**Run 1: routing congestion map**

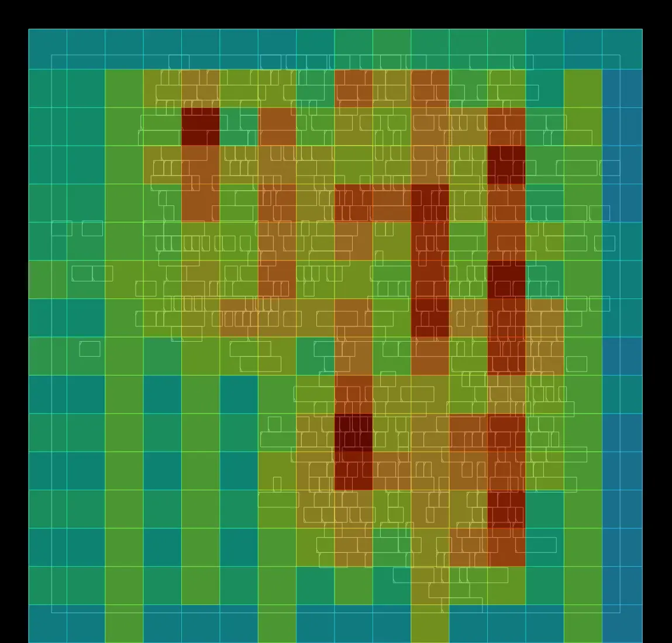
**Run 1: sequential cells grouped by signal name**

The bar under the picture is 20 um long.
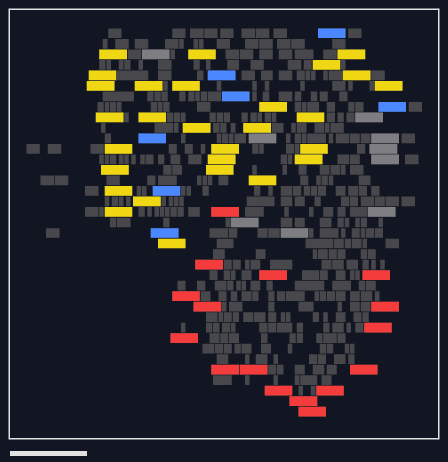
**Run 1: metal layers overlaid**

Two of the layers only.
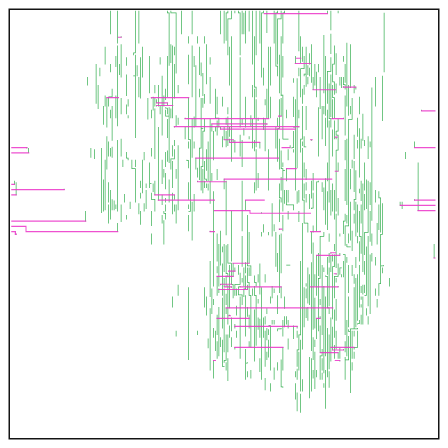
$ cat config.mk
export PLATFORM = sky130hd
export DESIGN_NAME = seg7_scan_mux
export DESIGN_NICKNAME = d
export VERILOG_FILES = /design/src/rtl/seg7_scan_mux.sv
export SDC_FILE = /design/constraint.sdc
export NUM_CORES = 1
export LEC_CHECK = 0
export ABC_CLOCK_PERIOD_IN_PS = 3000
export CAP_MARGIN = 0
export CORE_MARGIN = 4
export CORE_UTILIZATION = 30
export CTS_BUF_LIST = sky130_fd_sc_hd__clkbuf_8
export DETAILED_ROUTE_END_ITERATION = 12
export RECOVER_POWER = 100
export SYNTH_ARGS = -nofsm -noshare
export SYNTH_HDL_FRONTEND = slang
export SYNTH_SLANG_ARGS = --single-unit
$ cat constraint.sdc
create_clock -name clk -period 3 [get_ports clk]
set_input_delay 0.45 -clock clk [delete_from_list [all_inputs] [get_ports clk]]
set_output_delay 0.45 -clock clk [all_outputs]
set_load 0.005 [all_outputs]
$ cat src/rtl/seg7_scan_mux.sv
// Scans four latched 7-segment patterns onto one shared segment bus.
// Patterns are latched per frame; each slot opens with a blanking gap.
module seg7_scan_mux #(
  parameter int CLK_DIV        = 50000,
  parameter int BLANK_CYCLES   = 500,
  parameter bit SEG_ACTIVE_LOW = 1'b1,
  parameter bit AN_ACTIVE_LOW  = 1'b1
) (
  input  logic       clk,
  input  logic       rst,
  input  logic       en,
  input  logic       lz_en,
  input  logic [6:0] seg1,
  input  logic [6:0] seg2,
  input  logic [6:0] seg3,
  input  logic [6:0] seg4,
  output logic [6:0] seg_out,
  output logic [3:0] an,
  output logic       frame_tick
);

  localparam int CW = $clog2(CLK_DIV);
  localparam logic [CW-1:0] LAST  = CW'(CLK_DIV - 1);
  localparam logic [CW-1:0] BLANK = CW'(BLANK_CYCLES);
  localparam logic [6:0] SEG_MASK = {7{SEG_ACTIVE_LOW}};
  localparam logic [3:0] AN_MASK  = {4{AN_ACTIVE_LOW}};
  localparam logic [6:0] ZERO     = 7'b1111110;

  logic          r_run;
  logic [CW-1:0] r_cnt;
  logic [1:0]    r_idx;
  logic [6:0]    r_sh [4];
  logic          r_lz;
  logic [6:0]    r_seg;
  logic [3:0]    r_an;
  logic          r_tick;

  logic          w_run_nx;
  logic [CW-1:0] w_cnt_nx;
  logic [1:0]    w_idx_nx;
  logic          w_load;
  logic [6:0]    w_in [4];
  logic [6:0]    w_sh_nx [4];
  logic          w_lz_nx;
  logic          w_lzb;
  logic          w_on;
  logic [6:0]    w_seg_raw;
  logic [3:0]    w_an_raw;

  assign w_in[0] = seg1;
  assign w_in[1] = seg2;
  assign w_in[2] = seg3;
  assign w_in[3] = seg4;

  always_comb begin
    w_run_nx = r_run;
    w_cnt_nx = r_cnt;
    w_idx_nx = r_idx;
    w_load   = 1'b0;
    if (!r_run) begin
      if (en) begin
        w_run_nx = 1'b1;
        w_cnt_nx = '0;
        w_idx_nx = 2'd0;
        w_load   = 1'b1;
      end
    end else if (!en) begin
      w_run_nx = 1'b0;
      w_cnt_nx = '0;
      w_idx_nx = 2'd0;
    end else if (r_cnt == LAST) begin
      w_cnt_nx = '0;
      w_idx_nx = r_idx + 2'd1;
      w_load   = (r_idx == 2'd3);
    end else begin
      w_cnt_nx = r_cnt + 1'b1;
    end
  end

  always_comb begin
    for (int i = 0; i < 4; i++) begin
      w_sh_nx[i] = w_load ? w_in[i] : r_sh[i];
    end
    w_lz_nx = w_load ? lz_en : r_lz;
  end

  // Outputs are computed from next state so pins track cnt/idx without lag.
  always_comb begin
    w_lzb = w_lz_nx &&
            (((w_idx_nx == 2'd1) && (w_sh_nx[1] == ZERO)) ||
             ((w_idx_nx == 2'd3) && (w_sh_nx[3] == ZERO)));
    w_on      = w_run_nx && (w_cnt_nx >= BLANK) && !w_lzb;
    w_seg_raw = w_on ? w_sh_nx[w_idx_nx] : 7'd0;
    w_an_raw  = w_on ? (4'b0001 << w_idx_nx) : 4'd0;
  end

  always_ff @(posedge clk) begin
    if (rst) begin
      r_run  <= 1'b0;
      r_cnt  <= '0;
      r_idx  <= 2'd0;
      r_lz   <= 1'b0;
      r_seg  <= SEG_MASK;
      r_an   <= AN_MASK;
      r_tick <= 1'b0;
      for (int i = 0; i < 4; i++) r_sh[i] <= 7'd0;
    end else begin
      r_run  <= w_run_nx;
      r_cnt  <= w_cnt_nx;
      r_idx  <= w_idx_nx;
      r_lz   <= w_lz_nx;
      r_seg  <= w_seg_raw ^ SEG_MASK;
      r_an   <= w_an_raw ^ AN_MASK;
      r_tick <= w_load;
      for (int i = 0; i < 4; i++) r_sh[i] <= w_sh_nx[i];
    end
  end

  assign seg_out    = r_seg;
  assign an         = r_an;
  assign frame_tick = r_tick;

endmodule

==> run notes, run 1 <==
fresh numbers from the pnr run: hold_buf cts 0, Setup Crit Path Kind reg -> reg, top power group registers, M1 GR Usage roughly a fifth, Post-DRT Antenna Nets 0, Crit path depth 8, Clk power around 0.66 mW, Die Span X roughly 110 um, Worst Skew 0.00855 ns, Pwr Total roughly 1.7 mW, reg2reg start r_cnt[5]$_SDFF_PP0_, r2r setup slk 0.16 ns, largest net degree at the start of global routing 48, hold crit path type reg -> reg, combinational share of power 10.6%, # Post-CTS Setup Buffers 0, status complete, no violations, static leakage about 1.3 nW, Met1 Wirelength around 4.3 mm, CTS Root Buffer Type clkbuf_8, Clock transition at path regs 0.08 ns, # IOs 44, PwrDens 417 nW/um2, unrepaired setup endpoints after global routing false, Clk Latency, worst-skew pair roughly 0.35 ns, DP HPWL approximately 6.7 mm, hold path depth 2, crit-path cells or4b_4, or4_4, nor3_1, or2_0, buf_12, mux4_2, a21oi_1, nand2b_1, P_seq about 0.84 mW, pre-CTS WS about 0.15 ns, Pint around 1.2 mW, clock power share roughly two fifths, critical path capture point type flop, Flops after synth ~60, Tmin final approximately 2.8 ns, dpl cells roughly 580, Pre-antenna DRT Iters 4, CTS tree done, WP data required approximately 3.3 ns
## Picture notes: 'routing congestion map'
aggregate global-route resource usage: 15.1%
met3 global-route usage: 3.11%
Most Used Layer, Global Route: met2
fin util: 38.8%
met2 Use GR: 22.5%

## Picture notes: 'sequential cells grouped by signal name'
Key: r_sh = yellow [placed flops 28]; seg_out = blue [placed flops 7, where top middle]; r_cnt = red [placed flops 16]
Another 9 sequential cells are not colored.

## Picture notes: 'metal layers overlaid'
Key: metal 3 = magenta [wire length 497 um]; metal 2 = green [wire length 4,090 um]
wirelength, routed: 9.21 mm
vias: 3,193
DR WL/cell: 15.5 um

-- run 1: cells in the final DEF (no fill, tap or decap), drive strengths merged, types with 3 or more instances in the layout --
master          n
a211oi          3
a21oi          49
a22o            3
a22oi           6
a31oi           7
and2            3
and3            5
buf            21
clkbuf         15
clkdlybuf4s50  30
clkinv          7
dfxtp          60
dlygate4sd3    13
inv             3
mux2i          12
nand2          77
nand2b          4
nand3           6
nand4          17
nand4b          5
nor2           31
nor2b           8
nor3            5
nor4            8
o21ai          17
o221ai          3
o22ai           3
o31ai           3
or4             3
-- run 1: final cells by class --
class	count	area, um2
Fill cell	1022	6320
Clock buffer	9	124
Inverter	3	11.3
Multi-Input combinational cell	309	1810
Timing Repair Buffer	70	637
Tap cell	136	170
Clock inverter	7	53.8
Sequential cell	60	1200
-- run 1: sequential cells by signal (all words and copies together) (netlist names) --
register and count:
r_run 1, r_cnt 16, r_idx 2, seg_out 7
r_sh 28, frame_tick 1, r_lz 1, an 4
-- run 1: synthesized netlist by cell type (6+ instances only) --
cell	instances	area share (%)
a31oi_1	7	1.4
nand2_1	77	9.1
nand3_1	6	0.95
a22oi_1	6	1.4
a21oi_1	49	7.7
nor2b_1	8	1.6
mux2i_1	12	3.8
o21ai_0	15	2.4
dfxtp_1	60	38
nor2_1	31	3.7
clkbuf_1	20	2.4
nand4_1	17	3.4
-- run 1: cell families (layout without fill, tap and decap cells) --
group,after synthesis,in the layout,share of synthesized area (%)
buffers and inverters,32,89,4.70
xor gates and xnor gates,2,2,0.553
and+or+nand+nor,181,181,29.0
muxes,14,14,5.22
AOI/OAI and AO/OA,110,110,21.8
adders and majority gates,2,2,0.790
DFF,60,60,37.9
**Run 1: wires at chosen ports, followed through buffers**

The bar under the picture is 20 um long.
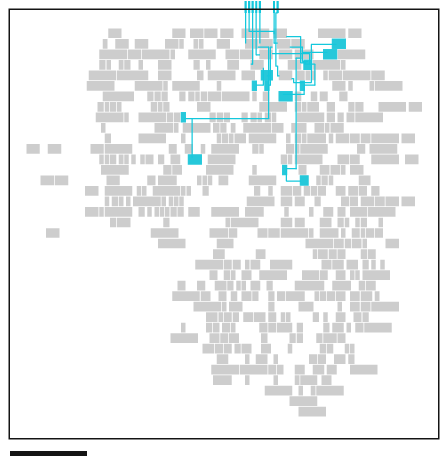

--- run 2 (diff from run 1) ---
- CORE_MARGIN: 4 -> 2
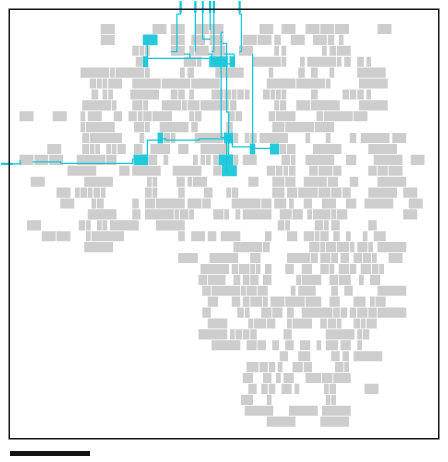
**Above:** run 2 (wires at chosen ports, followed through buffers).
The bar under the picture is 20 um long.
Key: seg4 = cyan [bits 7, direction input, end cells 12, buffers 7, wire 264 um]

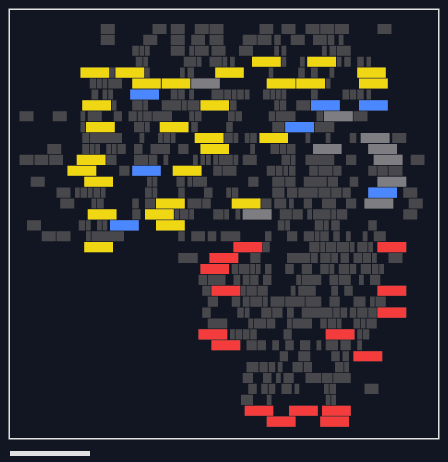
**Above:** run 2 (sequential cells grouped by signal name).
The bar under the picture is 20 um long.
Key: seg_out = blue [placed flops 7]; r_cnt = red [placed flops 16]; r_sh = yellow [placed flops 28]
Another 9 sequential cells are not colored.
Seq/total area: 29.9%
Seq. cell area: 1200 um2
P_seq: 0.835 mW

==> run 2 against run 1 <==
Compared with the run above: design area is 0.19% higher; first-iteration DRC count increased by 7.5%; register-to-register slack worse by 0.03 ns; synthesized area unchanged; setup slack got worse by 0.029 ns; synthesized cell count unchanged.
==> run notes, run 2 <==
fresh numbers from the pnr run: vias 3,186, hold_buf cts 0, Pwr Total approximately 1.7 mW, Pre-antenna DRT Iters 5, Setup Crit Path Kind reg -> reg, # Post-CTS Setup Buffers 0, Met1 Wirelength 4.29 mm, largest net degree at the start of global routing 48, Clk power between 0.6 and 0.7 mW, Die Span X around 110 um, Crit path depth 8, Commonest flop dfxtp_1, aggregate global-route resource usage about 17%, Top area cell types dfxtp_1, nand2_1, a21oi_1, asr flop ratio synth 0%, clock power share 39.7%, Tmin final roughly 2.9 ns, Synth top cell by count nand2_1, DP HPWL approximately 6.7 mm, met2 Use GR 26.3%, critical path capture point type flop, DR WL/cell 15.7 um, Comb power about 0.18 mW, # IOs ~44, Clock transition at path regs 0.07 ns, CTS Root Buffer Type clkbuf_8, hold crit path type reg -> reg, yosys stat area approximately 3200 um2, most frequent cells in the layout nand2_1, dfxtp_1, a21oi_1, pre-CTS WS around 0.11 ns, crit-path cells or4b_4, or4_4, nor3_1, or2_1, buf_4, mux4_2, a21oi_1, nand2b_1, Largest register FFs 28, met3 global-route usage under 10%, warnings from Yosys 0, Bufs on Longest Clock Path 2, hold path depth 2, Hold Violations, Final 0, status complete, no violations, Switching Fraction between 20% and 30%, Synth Seq Share a little under two fifths, post-synth top area cell dfxtp_1, top power group registers, Top cell excl fill/tap nand2_1, top cells by count, synth nand2_1, dfxtp_1, a21oi_1, Clk Latency, worst-skew pair 0.34 ns, fin util between 30 and 40%, Most Used Layer, Global Route met2, combinational share of power approximately a tenth, DRC violations left 0, static leakage approximately 1.3 nW, CTS tree done, unrepaired setup endpoints after global routing false, Flops after synth ~60, M1 GR Usage ~22%, Synth top area share a little under two fifths, Post-DRT Antenna Nets 0, Filler Cell Count approximately 1,100, Worst Skew 0.0136 ns, vias in the first global route about 3,100, Pint roughly 1.2 mW
[run 2: netlist changes by cell type in the layout (fill, tap and decap cells not counted), sizes merged]
| cell | delta |
|---|---|
| clkinv | -5 |
| clkbuf | +4 |
| clkinvlp | +2 |
[run 2: logic make-up (layout without fill, tap and decap cells)]
logic type               after synthesis  after routing  synth area share [%]
multiplexers                          14             14                  5.22
buffers and inverters                 32             90                  4.70
AND/OR/NAND/NOR                      181            181                  29.0
flip-flops                            60             60                  37.9
AND-OR/OR-AND                        110            110                  21.8
XOR/XNOR                               2              2                 0.553
adder cells (fa/ha/maj)                2              2                 0.790
[run 2: worst reg2reg max path: cells and delay by family (launching register included)]
kind	cells	cell delay, ns
muxes	1	0.31
DFF	1	0.33
buffers and inverters	1	0.14
AOI/OAI and AO/OA	1	0.26
and+or+nand+nor	5	1.78
[run 2: area by class of cell]
| type | instances | area (um2) | share of cell area (%) |
|---|---|---|---|
| repair buffers | 72 | 638 | 15.9 |
| multi-input cells | 309 | 1820 | 45.3 |
| well taps | 136 | 170 | 4.24 |
| clock inverters | 4 | 25.0 | 0.623 |
| inverters | 3 | 11.3 | 0.281 |
| clock buffers | 11 | 151 | 3.77 |
| flip-flops and latches | 60 | 1200 | 29.9 |
[run 2: worst paths after layout]
| path | startpoint | to | slack, ns |
|---|---|---|---|
| hold reg to reg | r_sh[2][4]$_SDFF_PP0_ | r_sh[2][4]$_SDFF_PP0_ | 0.46 |
| setup / recovery | r_cnt[5]$_SDFF_PP0_ | seg_out[3]$_SDFF_PP1_ | 0.13 |
| hold / removal | r_sh[2][4]$_SDFF_PP0_ | r_sh[2][4]$_SDFF_PP0_ | 0.46 |
| setup reg to reg | r_cnt[5]$_SDFF_PP0_ | seg_out[3]$_SDFF_PP1_ | 0.13 |
**Run 2: metal 1**

The bar under the picture is 20 um long. Supply wires on this layer in gray. Cells faint in the background.
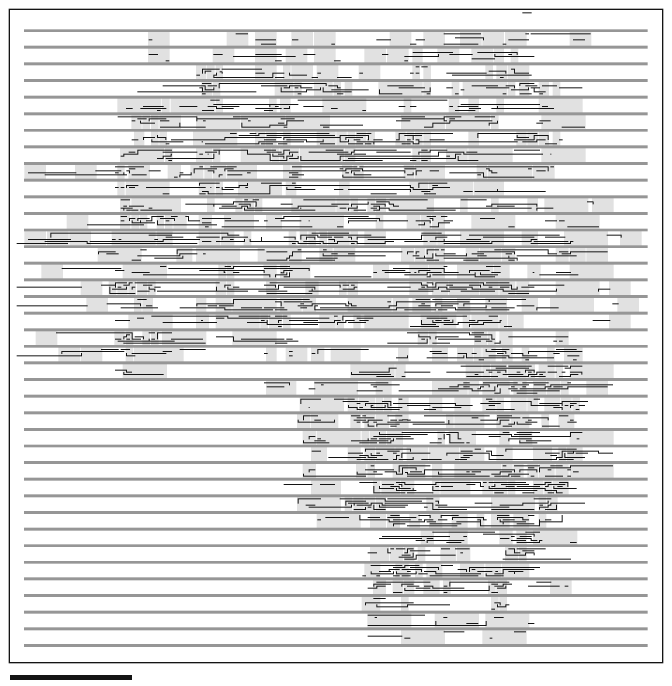

--- run 3 (diff from run 2) ---
- ABC_AREA: default -> 1
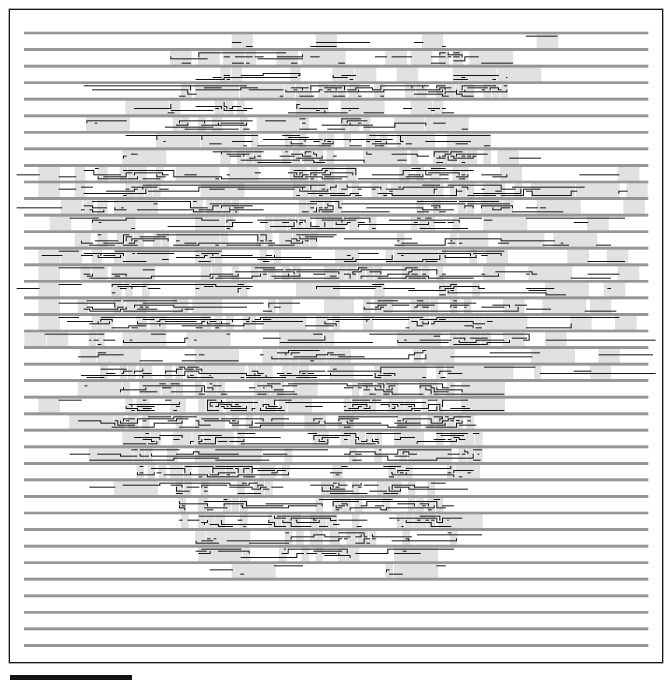
**Above:** run 3 (metal 1).
The bar under the picture is 20 um long. Supply wires on this layer in gray. Cells faint in the background.
The layer carries 4,190 um of wire. 504 nets have wire on it. The longest straight run is 38.9 um. The wires run mostly horizontal.

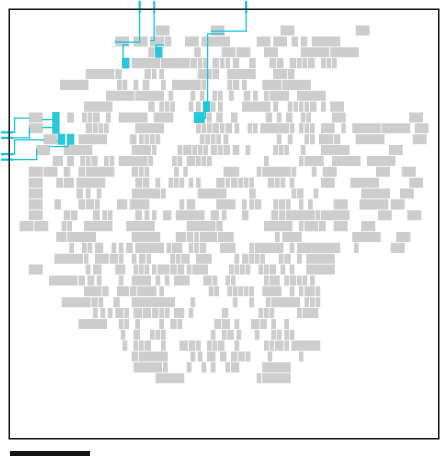
**Above:** run 3 (wires at chosen ports, followed through buffers).
The bar under the picture is 20 um long.
Key: seg4 = cyan [bits 7, direction input, end cells 8, buffers 7, wire 123 um]
# IOs: 44
PortBufs: 43

==> run 3 against run 2 <==
Compared with the run above: the flow now finishes with violations (capacitance limit, slew limit); sequential cell count is the same; non-clock buffer count shrank 22; combinational power grew 3%; critical path depth grew 6.
==> run notes, run 3 <==
fresh numbers from the pnr run: reg2reg start r_cnt[1]$_SDFF_PP0_, Pre-antenna DRT Iters 4, dpl cells 651, Top area cell types dfxtp_1, nand2_1, nand3_1, vias just over 3,000, PwrDens about 460 nW/um2, yosys stat area approximately 3200 um2, largest delay contributor family on the critical path simple AND/OR/NAND/NOR gates, Die Span X approximately 110 um, static leakage approximately 1.6 nW, RR Endpoint seg_out[3]$_SDFF_PP1_, Worst Skew between 0.007 and 0.008 ns, Setup Crit Path Kind reg -> reg, most frequent cells in the layout nand2_1, nor2_1, dfxtp_1, largest net degree at the start of global routing 43, comb. cell area roughly 1800 um2, Top class by area logic gates, Synth top area share 37.6%, Commonest flop dfxtp_1, hold crit path type reg -> reg, Seq/total area a little under a third, warnings from Yosys 0, Hold Path Origin r_sh[3][1]$_SDFF_PP0_, DR WL/cell about 12 um, Filler Cell Count between 1,000 and 1,500, multi-input gate share of the layout cell area approximately 45%, max-cap viol count 1, Crit path depth 14, status finished, violations left, aggregate global-route resource usage between 10% and 20%, Clk Latency, worst-skew pair between 0.3 and 0.4 ns, crit-path cells ha_1, nand3_2, nor2_4, nand3_1, nand2_2, buf_4, nand3_1, nand2_1, nand2_1, nor2_1, nand2_1, nand2_1, nand2_1, nand3_1, WP data required approximately 3.3 ns, Seq. cell area ~1200 um2, critical path capture point type flop, CTS tree done, Non-clk invs 30, hold_buf cts 0, First DRT Iteration DRCs about 170, tap cells between 100 and 150, Bufs on Longest Clock Path 2, unrepaired setup endpoints after global routing false, DP HPWL a little over 6 mm, multi-input gates about 380, Synth Seq Share between 30% and 40%, Synth top cell by count nand2_1, grt ovf 0, start point of the critical path r_cnt[1]$_SDFF_PP0_, vias in the first global route approximately 2,800, Top cell excl fill/tap nand2_1, Hold Violations, Final 0, Largest Register r_sh, fin cells 666, Clock buf/inv share approximately 5.7%, Post-DRT Antenna Nets 0, failing checks capacitance limit, slew limit, wirelength, routed 7.96 mm, CTS Root Buffer Type clkbuf_8, Max Transition Viols Final between 40 and 50, hold endpoint r_sh[3][1]$_SDFF_PP0_
[run 3: cell types whose count changed in the layout (fill, tap and decap cells not counted), moves of 8 or more]
cell and change:
mux2i_1 -12, nand3_2 +10, nand3_1 +49, buf_4 -15, nand4_1 -13, nor2_1 +32, o21ai_0 -10, nor2b_1 -8
a21oi_1 -16, nand2_1 +89, nand2_2 +9, inv_1 +25
[run 3: per-layer routing]
| metal | part of all wire, % | up-vias | track usage [%] |
|---|---|---|---|
| li1 | - | 1633 | - |
| met1 | 53 | 1391 | 21.5 |
| met2 | 41 | 73 | 20.7 |
| met3 | 5.0 | 9 | 3.40 |
| met4 | 1.3 | 0 | 4.45 |
| met5 | 0 | - | 0 |
[run 3: through the flow]
stage / power (mW) / setup slack [ns] / utilization [%] / hold WS (ns)
floorplan: 0.958 / 1.09 / - / 0.446
global placement: 1.03 / 0.224 / 36.1 / 0.455
detailed placement: 1.03 / 0.0945 / 36.1 / 0.461
CTS: 1.84 / 0.392 / 38.3 / 0.471
global route: 1.90 / 0.0741 / 38.1 / 0.494
finish: 1.82 / 0.410 / 38.1 / 0.469
[run 3: cells by family after synthesis]
logic type | count (synthesis) | share of synthesized area, %
AOI/OAI and AO/OA | 45 | 7.33
xor gates and xnor gates | 2 | 0.549
adders and majority gates | 2 | 0.784
buffers and inverters | 51 | 7.06
DFF | 60 | 37.6
and+or+nand+nor | 326 | 46.6
[run 3: where the power goes]
| group | internal, mW | total (mW) | switching, mW |
|---|---|---|---|
| registers | 0.821 | 0.829 | 0.00728 |
| logic | 0.0775 | 0.185 | 0.108 |
| clock network | 0.507 | 0.810 | 0.303 |
| total | 1.41 | 1.82 | 0.419 |
Power figures rest on the tool's default switching activity, not on a simulated workload.
